<file path="config.mk">
export PLATFORM = sky130hd
export DESIGN_NAME = bclksclk_train_sched
export DESIGN_NICKNAME = d
export VERILOG_FILES = /design/src/rtl/bclksclk_train_sched_pkg.sv /design/src/rtl/bclksclk_train_sched_rr_arb.sv /design/src/rtl/bclksclk_train_sched.sv
export SDC_FILE = /design/constraint.sdc
export NUM_CORES = 1
export LEC_CHECK = 0
export CAP_MARGIN = 20
export CORE_MARGIN = 4
export CORE_UTILIZATION = 40
export CTS_BUF_LIST = sky130_fd_sc_hd__clkbuf_4
export CTS_CLUSTER_SIZE = 20
export DETAILED_ROUTE_END_ITERATION = 10
export MAX_ROUTING_LAYER = met4
export PLACE_DENSITY = 0.71
export SLEW_MARGIN = 10
export SYNTH_ARGS = -nofsm -noshare
export SYNTH_HDL_FRONTEND = slang
export SYNTH_SLANG_ARGS = --single-unit
</file>
<file path="constraint.sdc">
create_clock -name SCLK -period 2.4 [get_ports SCLK]
set_clock_uncertainty 0.05 [all_clocks]
set_input_delay 0.48 -clock SCLK [delete_from_list [all_inputs] [get_ports SCLK]]
set_output_delay 0.48 -clock SCLK [all_outputs]
set_load 0.05 [all_outputs]
</file>
<file path="src/rtl/bclksclk_train_sched_pkg.sv">
// Shared types and default constants for the BCLK/SCLK alignment training scheduler.
package bclksclk_train_sched_pkg;

    localparam int DEF_NUM_LANES     = 4;
    localparam int DEF_SETTLE_CYCLES = 8;
    localparam int DEF_TMO_W         = 16;
    localparam int DEF_MAX_RETRY     = 2;

    // Width of the settle and retry counters; both limits fit in 8 bits.
    localparam int CNT_W = 8;

    typedef enum logic [2:0] {
        ST_IDLE      = 3'd0,
        ST_SETTLE    = 3'd1,
        ST_START     = 3'd2,
        ST_WAIT_DONE = 3'd3,
        ST_RESTART   = 3'd4,
        ST_COMPLETE  = 3'd5
    } train_state_e;

endpackage

</file>
<file path="src/rtl/bclksclk_train_sched_rr_arb.sv">
// Round-robin lane picker: searches upward from last_grant+1, wrapping at NUM_LANES.
module bclksclk_rr_arb
    import bclksclk_train_sched_pkg::*;
#(
    parameter int NUM_LANES = DEF_NUM_LANES,
    parameter int SEL_W     = $clog2(DEF_NUM_LANES)
) (
    input  logic [NUM_LANES-1:0] req_vec,
    input  logic [SEL_W-1:0]     last_grant,
    output logic [SEL_W-1:0]     winner,
    output logic                 valid
);

    int               cand_s;
    logic [SEL_W-1:0] cand_idx_s;

    // First requesting lane after last_grant, in circular order.
    always_comb begin
        winner     = '0;
        valid      = 1'b0;
        cand_s     = 0;
        cand_idx_s = '0;
        for (int i = 1; i <= NUM_LANES; i++) begin
            cand_s = int'(last_grant) + i;
            if (cand_s >= NUM_LANES) begin
                cand_s = cand_s - NUM_LANES;
            end else begin
                cand_s = cand_s;
            end
            cand_idx_s = SEL_W'(cand_s);
            if (!valid && req_vec[cand_idx_s]) begin
                winner = cand_idx_s;
                valid  = 1'b1;
            end else begin
                valid  = valid;
            end
        end
    end

endmodule

</file>
<file path="src/rtl/bclksclk_train_sched.sv">
// Shares one BCLK/SCLK alignment training engine among several lanes, with
// settle delay, done-edge detection, timeout, bounded retries and sticky errors.
module bclksclk_train_sched
    import bclksclk_train_sched_pkg::*;
#(
    parameter int NUM_LANES     = DEF_NUM_LANES,
    parameter int SETTLE_CYCLES = DEF_SETTLE_CYCLES,
    parameter int TMO_W         = DEF_TMO_W,
    parameter int MAX_RETRY     = DEF_MAX_RETRY
) (
    input  logic                         SCLK,
    input  logic                         RESET,
    input  logic [NUM_LANES-1:0]         LANE_TRAIN_REQ,
    output logic [NUM_LANES-1:0]         LANE_TRAIN_ACK,
    output logic [NUM_LANES-1:0]         LANE_TRAIN_ERR,
    output logic [$clog2(NUM_LANES)-1:0] LANE_SEL,
    output logic                         TRAIN_START,
    input  logic                         TRAIN_DONE,
    input  logic                         ALGN_ERR,
    output logic                         ALGN_RSTRT,
    input  logic                         SCHED_HOLD,
    output logic                         BUSY
);

    localparam int               SEL_W       = $clog2(NUM_LANES);
    localparam logic [CNT_W-1:0] SETTLE_LAST = CNT_W'(SETTLE_CYCLES - 1);
    localparam logic [CNT_W-1:0] RETRY_MAX   = CNT_W'(MAX_RETRY);
    localparam logic [TMO_W-1:0] TMO_MAX     = {TMO_W{1'b1}};
    localparam logic [SEL_W-1:0] LAST_LANE   = SEL_W'(NUM_LANES - 1);

    train_state_e           state_q, state_d;
    logic [CNT_W-1:0]       settle_cnt_q, settle_cnt_d;
    logic [TMO_W-1:0]       tmo_q, tmo_d;
    logic [CNT_W-1:0]       retry_q, retry_d;
    logic [SEL_W-1:0]       sel_q, sel_d;
    logic [SEL_W-1:0]       last_grant_q, last_grant_d;
    logic [NUM_LANES-1:0]   err_q, err_d;
    logic [NUM_LANES-1:0]   ack_q, ack_d;
    logic                   start_q, start_d;
    logic                   rstrt_q, rstrt_d;
    logic                   busy_q, busy_d;
    logic                   done_prev_q;

    logic [SEL_W-1:0]       win_idx_s;
    logic                   win_vld_s;
    logic                   grant_s;
    logic                   done_rise_s;
    logic [TMO_W-1:0]       tmo_inc_s;
    logic                   timeout_s;
    logic                   good_s;
    logic                   fail_s;
    logic                   retry_left_s;

    bclksclk_rr_arb #(
        .NUM_LANES (NUM_LANES),
        .SEL_W     (SEL_W)
    ) u_rr_arb (
        .req_vec    (LANE_TRAIN_REQ),
        .last_grant (last_grant_q),
        .winner     (win_idx_s),
        .valid      (win_vld_s)
    );

    // A done level carried over from a previous lane never counts as an edge.
    assign done_rise_s  = TRAIN_DONE & ~done_prev_q;
    assign tmo_inc_s    = (tmo_q == TMO_MAX) ? TMO_MAX : (tmo_q + TMO_W'(1));
    assign timeout_s    = (tmo_inc_s == TMO_MAX);
    assign grant_s      = (state_q == ST_IDLE) && win_vld_s && !SCHED_HOLD;
    assign good_s       = (state_q == ST_WAIT_DONE) && done_rise_s && !ALGN_ERR;
    assign fail_s       = (state_q == ST_WAIT_DONE) && (done_rise_s ? ALGN_ERR : timeout_s);
    assign retry_left_s = (retry_q < RETRY_MAX);

    // State and datapath registers.
    always_ff @(posedge SCLK or posedge RESET) begin
        if (RESET) begin
            state_q      <= ST_IDLE;
            settle_cnt_q <= '0;
            tmo_q        <= '0;
            retry_q      <= '0;
            sel_q        <= '0;
            last_grant_q <= LAST_LANE;
            err_q        <= '0;
            ack_q        <= '0;
            start_q      <= 1'b0;
            rstrt_q      <= 1'b0;
            busy_q       <= 1'b0;
            done_prev_q  <= 1'b0;
        end else begin
            state_q      <= state_d;
            settle_cnt_q <= settle_cnt_d;
            tmo_q        <= tmo_d;
            retry_q      <= retry_d;
            sel_q        <= sel_d;
            last_grant_q <= last_grant_d;
            err_q        <= err_d;
            ack_q        <= ack_d;
            start_q      <= start_d;
            rstrt_q      <= rstrt_d;
            busy_q       <= busy_d;
            done_prev_q  <= TRAIN_DONE;
        end
    end

    // Next-state selection.
    always_comb begin
        state_d = state_q;
        case (state_q)
            ST_IDLE: begin
                if (grant_s) begin
                    state_d = ST_SETTLE;
                end else begin
                    state_d = ST_IDLE;
                end
            end
            ST_SETTLE: begin
                if (settle_cnt_q == SETTLE_LAST) begin
                    state_d = ST_START;
                end else begin
                    state_d = ST_SETTLE;
                end
            end
            ST_START:   state_d = ST_WAIT_DONE;
            ST_WAIT_DONE: begin
                if (good_s) begin
                    state_d = ST_COMPLETE;
                end else if (fail_s) begin
                    state_d = retry_left_s ? ST_RESTART : ST_COMPLETE;
                end else begin
                    state_d = ST_WAIT_DONE;
                end
            end
            ST_RESTART:  state_d = ST_SETTLE;
            ST_COMPLETE: state_d = ST_IDLE;
            default:     state_d = ST_IDLE;
        endcase
    end

    // Counters, lane select and sticky error flags.
    always_comb begin
        settle_cnt_d = '0;
        tmo_d        = '0;
        retry_d      = retry_q;
        sel_d        = sel_q;
        last_grant_d = last_grant_q;
        err_d        = err_q;

        if (state_q == ST_SETTLE) begin
            settle_cnt_d = settle_cnt_q + CNT_W'(1);
        end else begin
            settle_cnt_d = '0;
        end

        if (state_q == ST_WAIT_DONE) begin
            tmo_d = tmo_inc_s;
        end else begin
            tmo_d = '0;
        end

        if (fail_s && retry_left_s) begin
            retry_d = retry_q + CNT_W'(1);
        end else if (state_q == ST_COMPLETE) begin
            retry_d = '0;
        end else begin
            retry_d = retry_q;
        end

        if (grant_s) begin
            sel_d            = win_idx_s;
            err_d[win_idx_s] = 1'b0;
        end else if (fail_s && !retry_left_s) begin
            err_d[sel_q]     = 1'b1;
        end else begin
            sel_d            = sel_q;
        end

        if (state_q == ST_COMPLETE) begin
            last_grant_d = sel_q;
        end else begin
            last_grant_d = last_grant_q;
        end
    end

    // Outputs decoded from the upcoming state so they register in step with it.
    always_comb begin
        start_d = (state_d == ST_START);
        rstrt_d = (state_d == ST_RESTART);
        busy_d  = (state_d != ST_IDLE);
        ack_d   = '0;
        if (state_d == ST_COMPLETE) begin
            ack_d[sel_d] = 1'b1;
        end else begin
            ack_d = '0;
        end
    end

    assign LANE_TRAIN_ACK = ack_q;
    assign LANE_TRAIN_ERR = err_q;
    assign LANE_SEL       = sel_q;
    assign TRAIN_START    = start_q;
    assign ALGN_RSTRT     = rstrt_q;
    assign BUSY           = busy_q;

endmodule

</file>
### Clock distribution

Drawn at 3 px/um.
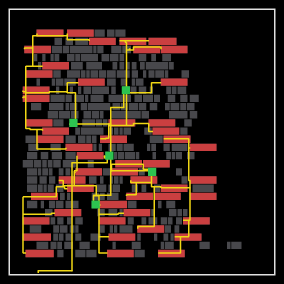
Yellow stands for clock wires, length 603 um. Red stands for flip-flops, count 51. Green stands for cells driving clock nets, count 5.
There are 6 routed clock nets.

### Layout detail

Window x 56 to 76, y 12 to 32 um. Cells in grey, sequential cells in the stronger grey; small squares are vias.
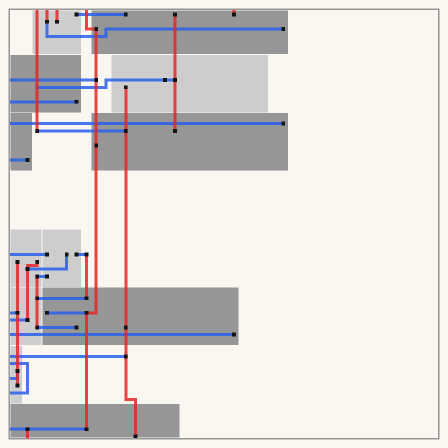
Red stands for met2. Blue stands for met1.
Netlist names of flops here include `retry_q` (2). Sequential cells in the window: 4. 9 logic cells have their middle in the window. Most frequent: dfrtp_1 (4).

### Routed metal, one colour a layer

Drawn at 4 px/um.
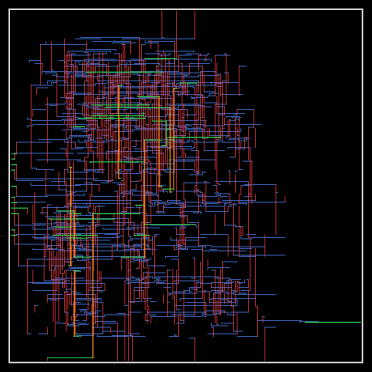
Orange stands for met4, wire length 209 um. Blue stands for met1, wire length 2,880 um. Red stands for met2, wire length 2,920 um. Green stands for met3, wire length 273 um.

### Metal 4

Drawn at 4 px/um.
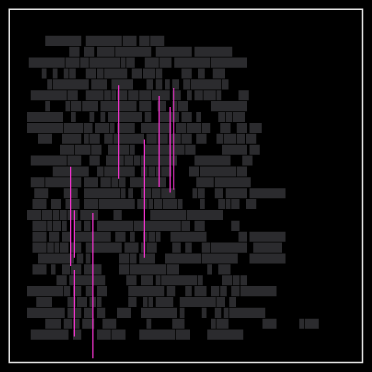
9 nets have wire on it. The longest straight run is 36.0 um. The layer holds 3.3% of the routed length. The wires run mostly vertical.

### Routing congestion map

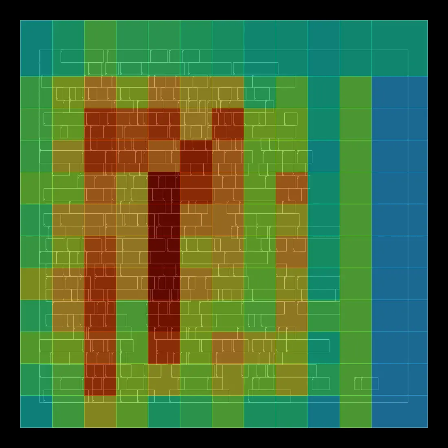
busiest layer in global routing: met2
met1 Resource Use GR: 23.3%
mean routed wirelength per cell: 16.3 um
met3 track demand over resource: 2.92%

==> reports/qor.log <==
qor: global_route.globalRouteOverflowTotal 0
qor: run_status.outcome complete, but fails checks
qor: critical_path.worstPathMaxFanout 7
qor: routing.sum_of_routed_wire_segments_on_met1 2.88 mm
qor: clock_tree.worst_skew_pair.late_latency 370 ps
qor: floorplanning.fp-utilization 42.2%
qor: finish.clkbuf_count 6
qor: clock_tree.clock_tree.root_cell sky130_fd_sc_hd__clkbuf_4
qor: power.power.switching_fraction 39.0%
qor: critical_path.path_length_in_cells_of_the_critical_path 8
qor: critical_path.worst_setup_path_endpoint LANE_TRAIN_ERR[3]$_DFFE_PP0P_
qor: global_route.grt_max_degree 37
qor: final_timing.fmaxAchievable 413 MHz
qor: final_timing.grt_setup_unrepaired yes
qor: final_timing.layout_setup_ws -21.6 ps
qor: finish.finalNetCount 321
qor: clock_tree.ctsLongestPathBuffers 2
qor: logic_synthesis.synth-seq-area-share 50.0%
qor: logic_synthesis.synth-compound-area-share 14.7%
qor: final_timing.timing_hold_violations_final 0
qor: critical_path.worstRegToRegCells 8
qor: placement.post-dp-hpwl 4.33 mm
qor: logic_synthesis.synth_area_leader_cell sky130_fd_sc_hd__dfrtp_1
qor: routing.wl_met2 2.92 mm
qor: logic_synthesis.area_share_of_xor_xnor_cells_in_the_synthesized_design 4.11%
qor: final_timing.fin_tns_setup -21.6 ps
qor: finish.post_route_cells_drive_above_1_share 26.5%
qor: run_status.failed_checks setup timing
qor: finish.inv_count 8
qor: routing.detailroute.wirelength.met3 273 um
qor: final_timing.timing.final.max_slew_violations 0
qor: power.combinational_share_of_power 36.6%
qor: run.log.warning_count 27
qor: global_route.antenna_found_initial 0
qor: critical_path.startpoint tmo_q[9]$_DFF_PP0_
qor: clock_tree.number_of_clock_buffers_inserted_by_tritoncts 5
qor: logic_synthesis.syn_area 2560 um^2
qor: critical_path.crit-reg2reg-launch tmo_q[9]$_DFF_PP0_
qor: finish.layout.cell_area.non_filler 3310 um^2
qor: placement.place.port_buffers 21
qor: final_timing.final-setup-viol-count 1
qor: logic_synthesis.synth.distinct_cells 51
qor: logic_synthesis.post_synth_main_logic_family simple AND/OR/NAND/NOR gates
qor: global_route.wire_length_of_the_first_global_routing_pass 10.3 mm
qor: routing.initialDrtViolationCount 138
qor: logic_synthesis.ys_cells 252
qor: routing.drt-vias-per-instance 5.71
qor: logic_synthesis.post_synth_inst_count 252
==> cells in the final DEF, fill, tap and decap left out, drive strengths merged, types with 2 or more instances in the layout <==
cell and instances:
dfrtp 49, a21oi 12, and2 7, xnor2 7
or3 7, nand2 15, xor2 5, nand2b 4
or4 3, nor4 8, ha 3, clkbuf 6
a211oi 2, nor2 24, mux2 3, o21a 5
nand3 10, clkdlybuf4s50 21, inv 8, o31ai 4
a31oi 3, nor2b 2, and3 3, dfstp 2
nand4 6, or2 4, clkinv 2, mux2i 4
buf 36, nor3 15, o21ai 15
==> registers in the layout, summed over array words and instances (netlist names) <==
signal / count
last_grant_q: 2
TRAIN_START: 1
ALGN_RSTRT: 1
LANE_TRAIN_ACK: 4
state_q: 3
BUSY: 1
LANE_SEL: 2
settle_cnt_q: 8
LANE_TRAIN_ERR: 4
done_prev_q: 1
retry_q: 8
tmo_q: 16
==> cells in the mapped netlist (4+ instances only) <==
cell and instances:
sky130_fd_sc_hd__dfrtp_1 49, sky130_fd_sc_hd__nor2_1 24, sky130_fd_sc_hd__nand2_1 15, sky130_fd_sc_hd__nor3_1 15, sky130_fd_sc_hd__o21ai_0 15, sky130_fd_sc_hd__a21oi_1 12
sky130_fd_sc_hd__nand3_1 9, sky130_fd_sc_hd__inv_1 8, sky130_fd_sc_hd__and2_1 7, sky130_fd_sc_hd__or3_1 7, sky130_fd_sc_hd__xnor2_1 7, sky130_fd_sc_hd__clkbuf_1 6
sky130_fd_sc_hd__nor4_1 5, sky130_fd_sc_hd__o21a_1 5, sky130_fd_sc_hd__xor2_1 5, sky130_fd_sc_hd__mux2i_1 4, sky130_fd_sc_hd__nand2b_1 4, sky130_fd_sc_hd__nand4_1 4
sky130_fd_sc_hd__o31ai_1 4, sky130_fd_sc_hd__or2_2 4
